[src/rtl/edge_capture_pkg.sv]
// edge_capture_pkg: shared encodings for the edge capture block.
//   mode_e   per-channel edge select (off / rising / falling / both)
//   ARM_DLY  post-reset cycles during which edge detection is held off
package edge_capture_pkg;

  typedef enum logic [1:0] {
    MODE_OFF  = 2'b00,
    MODE_RISE = 2'b01,
    MODE_FALL = 2'b10,
    MODE_BOTH = 2'b11
  } mode_e;

  // Covers the synchroniser fill after reset: s1, s2, s3 all carry live data.
  localparam logic [1:0] ARM_DLY = 2'd3;

endpackage

[src/rtl/edge_capture_ch.sv]
// edge_capture_ch: one capture channel.
//   2-flop synchroniser (s1, s2) plus history flop s3, edge qualifier,
//   hold timer and capture flag. Optional saturating event counter when
//   EDGE_CAPTURE_CNT_EN is defined.
// Ports:
//   clk, reset        clock, synchronous active-high reset
//   in_i              asynchronous channel input
//   mode_i            edge select (mode_e encoding)
//   armed_i           edge detection enable from the top-level arm counter
//   ext_rst_en_i      1: clear by clr_i, 0: clear by timer
//   clr_i             synchronous clear of flag/timer/counter
//   hold_len_i        timer reload value (0 treated as 1)
//   out_o / out_d_o   registered capture flag / its next-state value
//   cnt_o             event counter (EDGE_CAPTURE_CNT_EN only)
module edge_capture_ch
  import edge_capture_pkg::*;
#(
  parameter int HW = 8,
  parameter int CW = 16
) (
  input  logic          clk,
  input  logic          reset,
  input  logic          in_i,
  input  logic [1:0]    mode_i,
  input  logic          armed_i,
  input  logic          ext_rst_en_i,
  input  logic          clr_i,
  input  logic [HW-1:0] hold_len_i,
`ifdef EDGE_CAPTURE_CNT_EN
  output logic [CW-1:0] cnt_o,
`endif
  output logic          out_o,
  output logic          out_d_o
);

  logic          s1_q, s2_q, s3_q;
  logic          out_q, out_d;
  logic [HW-1:0] tmr_q, tmr_d;
  logic          rise, fall, hit;

  assign rise = s2_q & ~s3_q;
  assign fall = ~s2_q & s3_q;
  assign hit  = armed_i & ((rise & (mode_i == MODE_RISE || mode_i == MODE_BOTH)) |
                           (fall & (mode_i == MODE_FALL || mode_i == MODE_BOTH)));

  // Priority: a qualified edge beats clr, clr beats timer expiry.
  // In clear mode the timer is frozen (not cleared) so a later switch back
  // to timer mode resumes the remaining hold.
  always_comb begin
    out_d = out_q;
    tmr_d = tmr_q;
    if (hit) begin
      out_d = 1'b1;
      tmr_d = (hold_len_i == '0) ? HW'(1) : hold_len_i;
    end else if (clr_i) begin
      out_d = 1'b0;
      tmr_d = '0;
    end else if (out_q && !ext_rst_en_i) begin
      if (tmr_q <= HW'(1)) begin
        out_d = 1'b0;
        tmr_d = '0;
      end else begin
        tmr_d = tmr_q - 1'b1;
      end
    end
  end

  always_ff @(posedge clk) begin
    if (reset) begin
      s1_q  <= 1'b0;
      s2_q  <= 1'b0;
      s3_q  <= 1'b0;
      out_q <= 1'b0;
      tmr_q <= '0;
    end else begin
      s1_q  <= in_i;
      s2_q  <= s1_q;
      s3_q  <= s2_q;
      out_q <= out_d;
      tmr_q <= tmr_d;
    end
  end

  assign out_o   = out_q;
  assign out_d_o = out_d;

`ifdef EDGE_CAPTURE_CNT_EN
  logic [CW-1:0] cnt_q, cnt_d;

  // A coinciding clr wipes the old count but the edge itself still counts.
  always_comb begin
    cnt_d = cnt_q;
    if (hit)        cnt_d = clr_i ? CW'(1) : ((&cnt_q) ? cnt_q : cnt_q + 1'b1);
    else if (clr_i) cnt_d = '0;
  end

  always_ff @(posedge clk) begin
    if (reset) cnt_q <= '0;
    else       cnt_q <= cnt_d;
  end

  assign cnt_o = cnt_q;
`endif

endmodule

[src/rtl/edge_capture_mc.sv]
// edge_capture_mc: N-channel edge capture with timed or externally
// cleared hold.
// Optional feature macro: EDGE_CAPTURE_CNT_EN (adds edge_cnt counters).
// Ports:
//   clk, reset   clock, synchronous active-high reset
//   in           asynchronous channel inputs [N]
//   mode         per-channel edge select, bits [2i+1:2i]
//   ext_rst_en   1: clear by clr, 0: clear by hold timer
//   clr          synchronous clear of captured outputs
//   hold_len     timer-mode hold length in cycles
//   out          registered per-channel capture flags
//   any_out      registered OR of next-state out (aligned with out)
//   edge_cnt     per-channel counters, CW bits each (EDGE_CAPTURE_CNT_EN)
module edge_capture_mc
  import edge_capture_pkg::*;
#(
  parameter int N  = 8,
  parameter int HW = 8,
  parameter int CW = 16
) (
  input  logic            clk,
  input  logic            reset,
  input  logic [N-1:0]    in,
  input  logic [2*N-1:0]  mode,
  input  logic            ext_rst_en,
  input  logic            clr,
  input  logic [HW-1:0]   hold_len,
`ifdef EDGE_CAPTURE_CNT_EN
  output logic [N*CW-1:0] edge_cnt,
`endif
  output logic [N-1:0]    out,
  output logic            any_out
);

  logic [1:0]   arm_q;
  logic         armed;
  logic [N-1:0] out_d;
  logic         any_q;

  // Hold off detection until the synchroniser holds post-reset samples only,
  // otherwise a static-high input looks like a rising edge.
  assign armed = (arm_q == ARM_DLY);

  always_ff @(posedge clk) begin
    if (reset) begin
      arm_q <= '0;
      any_q <= 1'b0;
    end else begin
      if (!armed) arm_q <= arm_q + 1'b1;
      any_q <= |out_d;
    end
  end

  assign any_out = any_q;

  for (genvar g = 0; g < N; g++) begin : g_ch
    edge_capture_ch #(.HW(HW), .CW(CW)) u_ch (
      .clk          (clk),
      .reset        (reset),
      .in_i         (in[g]),
      .mode_i       (mode[2*g +: 2]),
      .armed_i      (armed),
      .ext_rst_en_i (ext_rst_en),
      .clr_i        (clr),
      .hold_len_i   (hold_len),
`ifdef EDGE_CAPTURE_CNT_EN
      .cnt_o        (edge_cnt[g*CW +: CW]),
`endif
      .out_o        (out[g]),
      .out_d_o      (out_d[g])
    );
  end

endmodule
[config.mk]
export PLATFORM = sky130hd
export DESIGN_NAME = edge_capture_mc
export DESIGN_NICKNAME = d
export VERILOG_FILES = /design/src/rtl/edge_capture_pkg.sv /design/src/rtl/edge_capture_ch.sv /design/src/rtl/edge_capture_mc.sv
export SDC_FILE = /design/constraint.sdc
export NUM_CORES = 1
export LEC_CHECK = 0
export CAP_MARGIN = 20
export CELL_PAD_IN_SITES_DETAIL_PLACEMENT = 0
export CELL_PAD_IN_SITES_GLOBAL_PLACEMENT = 1
export CORE_UTILIZATION = 45
export DETAILED_ROUTE_END_ITERATION = 16
export MAX_ROUTING_LAYER = met4
export PLACE_DENSITY_LB_ADDON = 0.1
export SLEW_MARGIN = 10
export SYNTH_ARGS = -nofsm -noshare
export SYNTH_HDL_FRONTEND = slang
export SYNTH_HIERARCHICAL = 1
export SYNTH_SLANG_ARGS = --single-unit
[constraint.sdc]
create_clock -name clk -period 2.09 [get_ports clk]
set_input_delay 0.418 -clock clk [delete_from_list [all_inputs] [get_ports clk]]
set_output_delay 0.418 -clock clk [all_outputs]
set_load 0.005 [all_outputs]
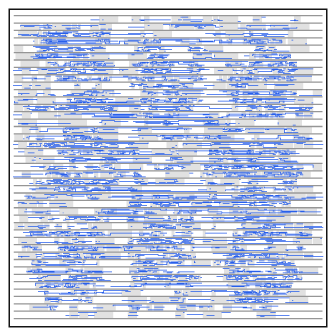
*Met1 routing, run 1*
Supply wires on this layer in gray. Cells faint in the background.
longest straight run: 41.4 µm
nets with wire on the layer: 796
main direction: horizontal
wire length on this layer: 8,040 µm

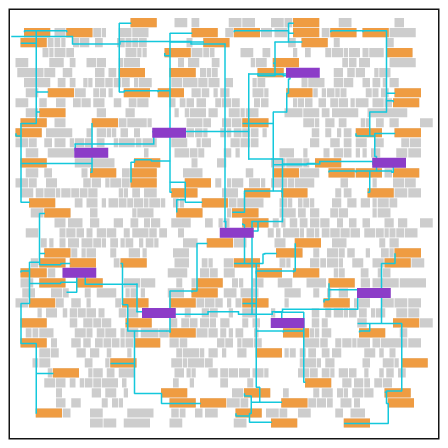
*Routed clock nets over the placement, run 1*
[cells driving clock nets] purple | count: 9
[clock wires] cyan | length: 1,360 µm
[flip-flops] orange | count: 99
flops lie: spread over the die

==> results_slide.txt, run 1 <==
Flow Results at a Glance

Final layout
  – Combinational gates: 544
  – Number of flip-flops in the largest register: between 60 and 70
  – Layout non-clock buf frac: 14.2%
  – Layout cells sized above 1: about 14%
  – Most used logic cell in the final layout: dfxtp_1
  – Tally of filler cells in the layout: between 1,000 and 1,500
  – Reg area: approximately 2000 µm²
  – Seq_cells: roughly 100
  – Top class by area: multi-input combinational cells
  – Most frequent cells in the layout: dfxtp_1, a21oi_1, nand2_1
  – Non-clk invs: 40
  – Footprint of the multi-input gates: ~3600 µm²
  – Logic share of the area: approximately 49%
  – Syn-to-layout area delta: 25.1%
  – Most flop-heavy register: g_ch.u_ch/tmr_q
  – Diodes inserted: 0
  – Non-Clock Buffer Count: ~100
  – Clkbuf count: 12
  – Layout net count: between 800 and 900

Setup path
  – Required time worst endpoint: about 2.3 ns
  – Reg2reg end: any_out
  – Worst R2R Setup Slack: 0.19 ns
  – Reg2reg start: g_ch[0].u_ch/tmr_q[0]
  – Critical Path End: any_out
  – Worst Path Class, Setup: reg -> reg
  – CP Launch Type: flip-flop
  – CP max FO: 5
  – Critical Path Start: g_ch[0].u_ch/tmr_q[0]
  – Worst R2R Path Depth: 8

Yosys
  – Largest logic family: simple AND/OR/NAND/NOR gates
  – Multiplexer share: under 10%
  – Fa+ha+maj area frac: 3.62%
  – Distinct lib cells: 38
  – Post-Syn Nets: approximately 760
  – Async S/R FF share, synth: 0%
  – Synth area leader: dfxtp_1
  – Post-Syn Area: roughly 6000 µm²
  – Ys flop type: dfxtp_1
  – Yosys chip area: roughly 5900 µm²
  – Syn Area/Cell: ~8.3 µm²
  – Most frequent cell after synthesis: dfxtp_1
  – XORs/XNORs by Area: 0.149%
  – Register area share after synthesis: 33.7%
  – Gate Count Post-Synth: 707
  – Aoi share: between 20 and 25%
  – Yosys warnings: 6
  – # Cells Yosys: ~710
  – Top cells by count: dfxtp_1, a21oi_1, nand2_1
  – Post-synth EDFFs: 0
  – Dominant cell area share: around 34%

Power
  – Switching Share: between 20% and 30%
  – Internal: approximately 3400 µW
  – Lkg Pwr: 0.00282 µW
  – Sequential Power Share: 43.5%
  – Net switching power: 1170 µW
  – Clock share of power: between 40% and 50%
  – Sequential power: between 1500 and 2000 µW
  – P_comb: between 700 and 800 µW
  – Max VDD drop: slightly above 0.0006 V
  – Clk. pwr: 1840 µW

Clocking
  – CTS buffer count: 9
  – Setup bufs post-CTS: 0
  – Clk sinks: slightly below 100
  – H-tree depth: 3
  – Post-CTS Resized: 0
  – Worst skew pair latency: ~0.36 ns
  – CTS Buffer Depth: 2
  – CTS tree: yes
  – Clock root buffer: clkbuf_16

Global route
  – GRT overflow: 0
  – M1 GR Usage: 34.6%
  – Largest net degree at the start of global routing: approximately 60
  – Gr busiest metal: met2
  – First-pass GRT wire length: roughly 28 mm
  – All-Layer GR Usage: between 20 and 30%
  – Met3 Use GR: about 5.6%
  – Vias in the first global route: between 5,000 and 6,000
  – Met2 Track Usage GR: between 40 and 50%
  – Initial antenna violation count: 0

Timing
  – Setup violators final: 0
  – Fin. Hold Viols: 0
  – Pins Over Slew Limit: 0
  – Tcrit/Tclk final: 91.1%
  – Skew final: roughly 0.0085 ns
  – Worst-Margin Slew: between 0.4 and 0.5 ns
  – Rel. slew slack: approximately 67%
  – Unrepaired setup endpoints after global routing: no
  – Minimum clock period: ~1.9 ns
  – Smallest hold slack: between 0.2 and 0.3 ns

Detailed routing
  – Vias: approximately 5,900
  – DR top layer: met4
  – Initial DRC count: approximately 500
  – Met3 Wirelength: 768 µm
  – First drt pass iteration count: 8
  – Final wirelength: ~17 mm
  – Post-route ant nets: 0
  – Metal2 WL: just over 8 mm
  – WL per Instance: ~18 µm
  – Via density: between 6 and 7
  – DRC errors left: 0

Min path
  – HP Class: in -> reg
  – Worst Hold Launch: reset
  – Worst hold path cell count: 2

Placement
  – Port bufs: approximately 44
  – Dpl ws: -0.177 ns
  – Placer Congestion: 0.914

Outcome
  – Status: finished clean

Flow run
  – Number of OpenROAD warnings: 34
  – Max-cap violations: 0

Floorplanning
  – Ports: between 40 and 50
  – Well tap count: around 170
  – Die width: around 120 µm
  – Die ar.: 13,500 µm²
  – Die height: 116 µm
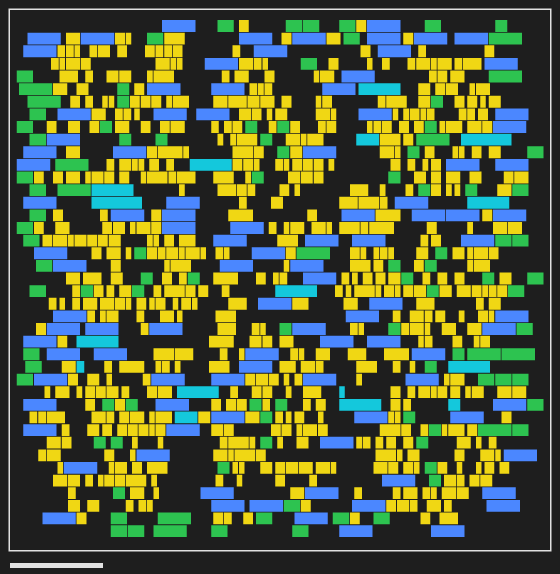
*Placement by cell class, run 1*
Bar = 20 µm.
[other buffers and delay cells] green | cells: 103 | share of their area: 15%
[flip-flops] blue | cells: 99 | share of their area: 28%
[clock drivers and dummy loads] cyan | cells: 16 | share of their area: 4.6%
[all other logic] yellow | cells: 584 | share of their area: 53%
# rows: 41
flop share of the area: 26.9%
post-layout util: 58.1%
area of the core: 12,700 µm²
fin area: 7360 µm²

-- run 1: worst max-delay path, cell delays in order (launching register included) --
cell and delay (ns):
dfxtp_1 0.35, inv_1 0.09, ha_1 0.21, or2_2 0.17, nand3_1 0.19, o211ai_1 0.28
nand2_1 0.11, nor4_1 0.28, a21oi_1 0.10
-- run 1: through the flow --
stage | total power (µW) | setup TNS [ns] | utilization [%] | instance area, µm²
final | 4550 | 0 | 58.1 | 7360
after global routing | 4730 | 0 | 58.1 | 7360
after CTS | 4590 | 0 | 58.1 | 7360
after detailed placement | 2740 | -1.27 | 55.5 | 7030
after global placement | 2730 | -0.937 | 55.5 | 7030
after floorplan | 2380 | 0 | - | 5880
==> run 1 -> run 2 <==
- SLEW_MARGIN: 10 -> 5
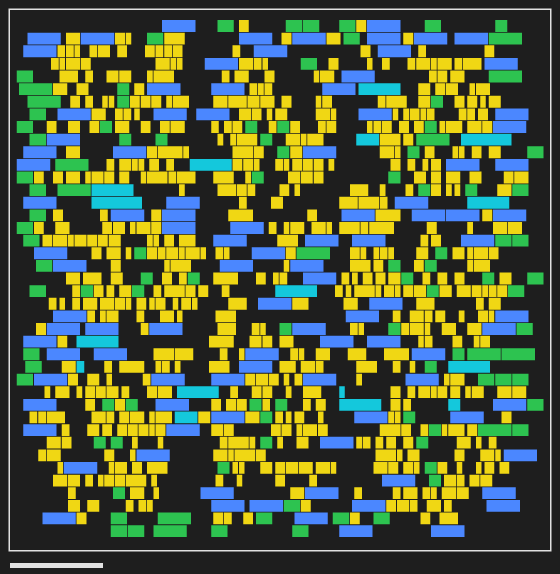
*Placement by cell class, run 2*
Bar = 20 µm.
[clock drivers and dummy loads] cyan | cells: 16 | share of their area: 4.6%
[other buffers and delay cells] green | cells: 103 | share of their area: 15%
[flip-flops] blue | cells: 99 | share of their area: 28%
[all other logic] yellow | cells: 584 | share of their area: 53%

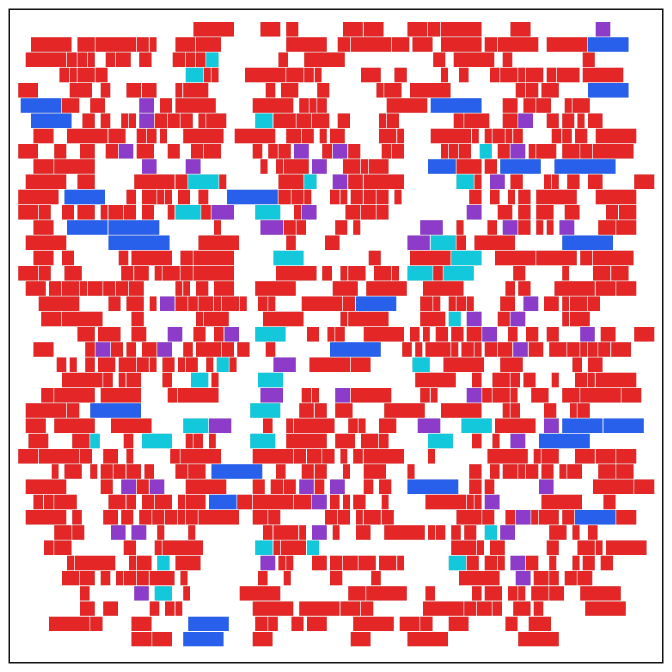
*Sizing map, run 2*
[drive 6 and up] blue | cells: 26 | share: 3.2%
[drive 1 or less] red | cells: 687 | share: 86%
[drive 3 to 4] purple | cells: 56 | share: 7.0%
[drive 2] cyan | cells: 33 | share: 4.1%
Non-Clock Buffer Count: 103
Syn-to-layout area delta: 25.1%
Final WS setup: 0.185 ns

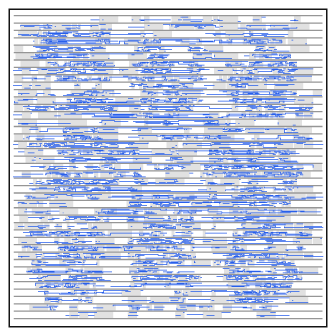
*Met1 routing, run 2*
Supply wires on this layer in gray. Cells faint in the background.
main direction: horizontal
longest straight run: 41.4 µm
wire length on this layer: 8,040 µm

==> results_slide.txt, run 2 <==
Flow Results at a Glance

Global route
  – All-Layer GR Usage: 27.4% (unchanged)
  – GRT overflow: 0 (unchanged)
  – Vias in the first global route: 5,556 (unchanged)
  – Initial antenna violation count: 0 (unchanged)
  – First-pass GRT wire length: 27.7 mm (unchanged)

Yosys
  – Gate Count Post-Synth: 707 (unchanged)
  – Register area share after synthesis: 33.7% (unchanged)
  – Yosys warnings: 6 (unchanged)
  – Dominant cell area share: 33.7% (unchanged)
  – Post-synth EDFFs: 0 (unchanged)
  – Post-Syn Nets: 760 (unchanged)
  – Async S/R FF share, synth: 0% (unchanged)
  – Top cells by count: dfxtp_1, a21oi_1, nand2_1
  – Synth area leader: dfxtp_1
  – Distinct lib cells: 38 (unchanged)

Final layout
  – Number of flip-flops in the largest register: 64 (unchanged)
  – Clkbuf count: 12 (unchanged)
  – Reg area: 1980 µm² (unchanged)
  – Footprint of the multi-input gates: 3640 µm² (unchanged)
  – Post-layout util: 58.1% (unchanged)
  – Diodes inserted: 0 (unchanged)
  – Flop share of the area: 26.9% (unchanged)
  – Seq_cells: 99 (unchanged)
  – Non-clk invs: 40 (unchanged)
  – Fin area: 7360 µm² (unchanged)
  – Most frequent cells in the layout: dfxtp_1, a21oi_1, nand2_1
  – Most used logic cell in the final layout: dfxtp_1
  – Layout cells sized above 1: 14.3% (unchanged)
  – Most flop-heavy register: g_ch.u_ch/tmr_q

Outcome
  – Status: finished clean

Detailed routing
  – Via density: 6.06 (unchanged)
  – Metal2 WL: 8.04 mm (unchanged)
  – Met3 Wirelength: 768 µm (unchanged)
  – Vias: 5,901 (unchanged)
  – DRC errors left: 0 (unchanged)
  – DR top layer: met4
  – Final wirelength: 17.2 mm (unchanged)

Flow run
  – Max-cap violations: 0 (unchanged)
  – Number of OpenROAD warnings: 34 (unchanged)

Floorplanning
  – Well tap count: 172 (unchanged)
  – Ports: 45 (unchanged)
  – Area of the core: 12,700 µm² (unchanged)
  – Die width: 116 µm (unchanged)

Placement
  – Placer Congestion: 0.914 (unchanged)
  – Port bufs: 44 (unchanged)
  – Post-DP Area: 7030 µm² (unchanged)

Power
  – Clk. pwr: 1840 µW (about the same)
  – Net switching power: 1170 µW (unchanged)
  – Internal: 3390 µW (unchanged)
  – P_comb: 729 µW (about the same)
  – Clock share of power: 40.5% (about the same)
  – Sequential power: 1980 µW (about the same)
  – Sequential Power Share: 43.5% (about the same)

Clocking
  – CTS Buffer Depth: 2 (unchanged)
  – Setup bufs post-CTS: 0 (unchanged)
  – CTS buffer count: 9 (unchanged)
  – H-tree depth: 3 (unchanged)
  – Clk sinks: 99 (unchanged)
  – Clock root buffer: clkbuf_16

Timing
  – Tcrit/Tclk final: 91.1% (unchanged)
  – Fin. Hold Viols: 0 (unchanged)
  – Setup TNS: 0 ns (unchanged)
  – Smallest hold slack: 0.271 ns (unchanged)
  – Setup violators final: 0 (unchanged)
  – Rel. slew slack: 66.7% (unchanged)

Setup path
  – Worst Path Class, Setup: reg -> reg
  – Worst R2R Path Depth: 8 (unchanged)
  – Worst R2R Setup Slack: 0.19 ns (about the same)
  – Critical Path Start: g_ch[0].u_ch/tmr_q[0]

Min path
  – Worst hold path cell count: 2 (unchanged)
  – HP Class: in -> reg
  – Worst Hold Launch: reset
[run 2: cell counts after synthesis]
No cell type changed its count.
[run 2: cell families after synthesis]
logic type	count (synthesis)	synth area share [%]
compound gates	209	24.6
xor+xnor	1	0.149
fa+ha+maj	17	3.62
buf+inv	64	4.42
flops	99	33.7
mux	9	1.53
simple gates	308	32.0
[run 2: worst max-delay path, cell delays in order (launching register included)]
cell and delay [ns]:
dfxtp_1 0.35, inv_1 0.09, ha_1 0.21, or2_2 0.17
nand3_1 0.19, o211ai_1 0.28, nand2_1 0.11, nor4_1 0.28
a21oi_1 0.10
[run 2: routing by layer]
metal	global-route usage (%)	up-vias
li1	-	2890
met1	34.6	2828
met2	43.3	146
met3	5.55	37
met4	9.40	0
met5	-	-
Power and IR drop assume default switching activity.
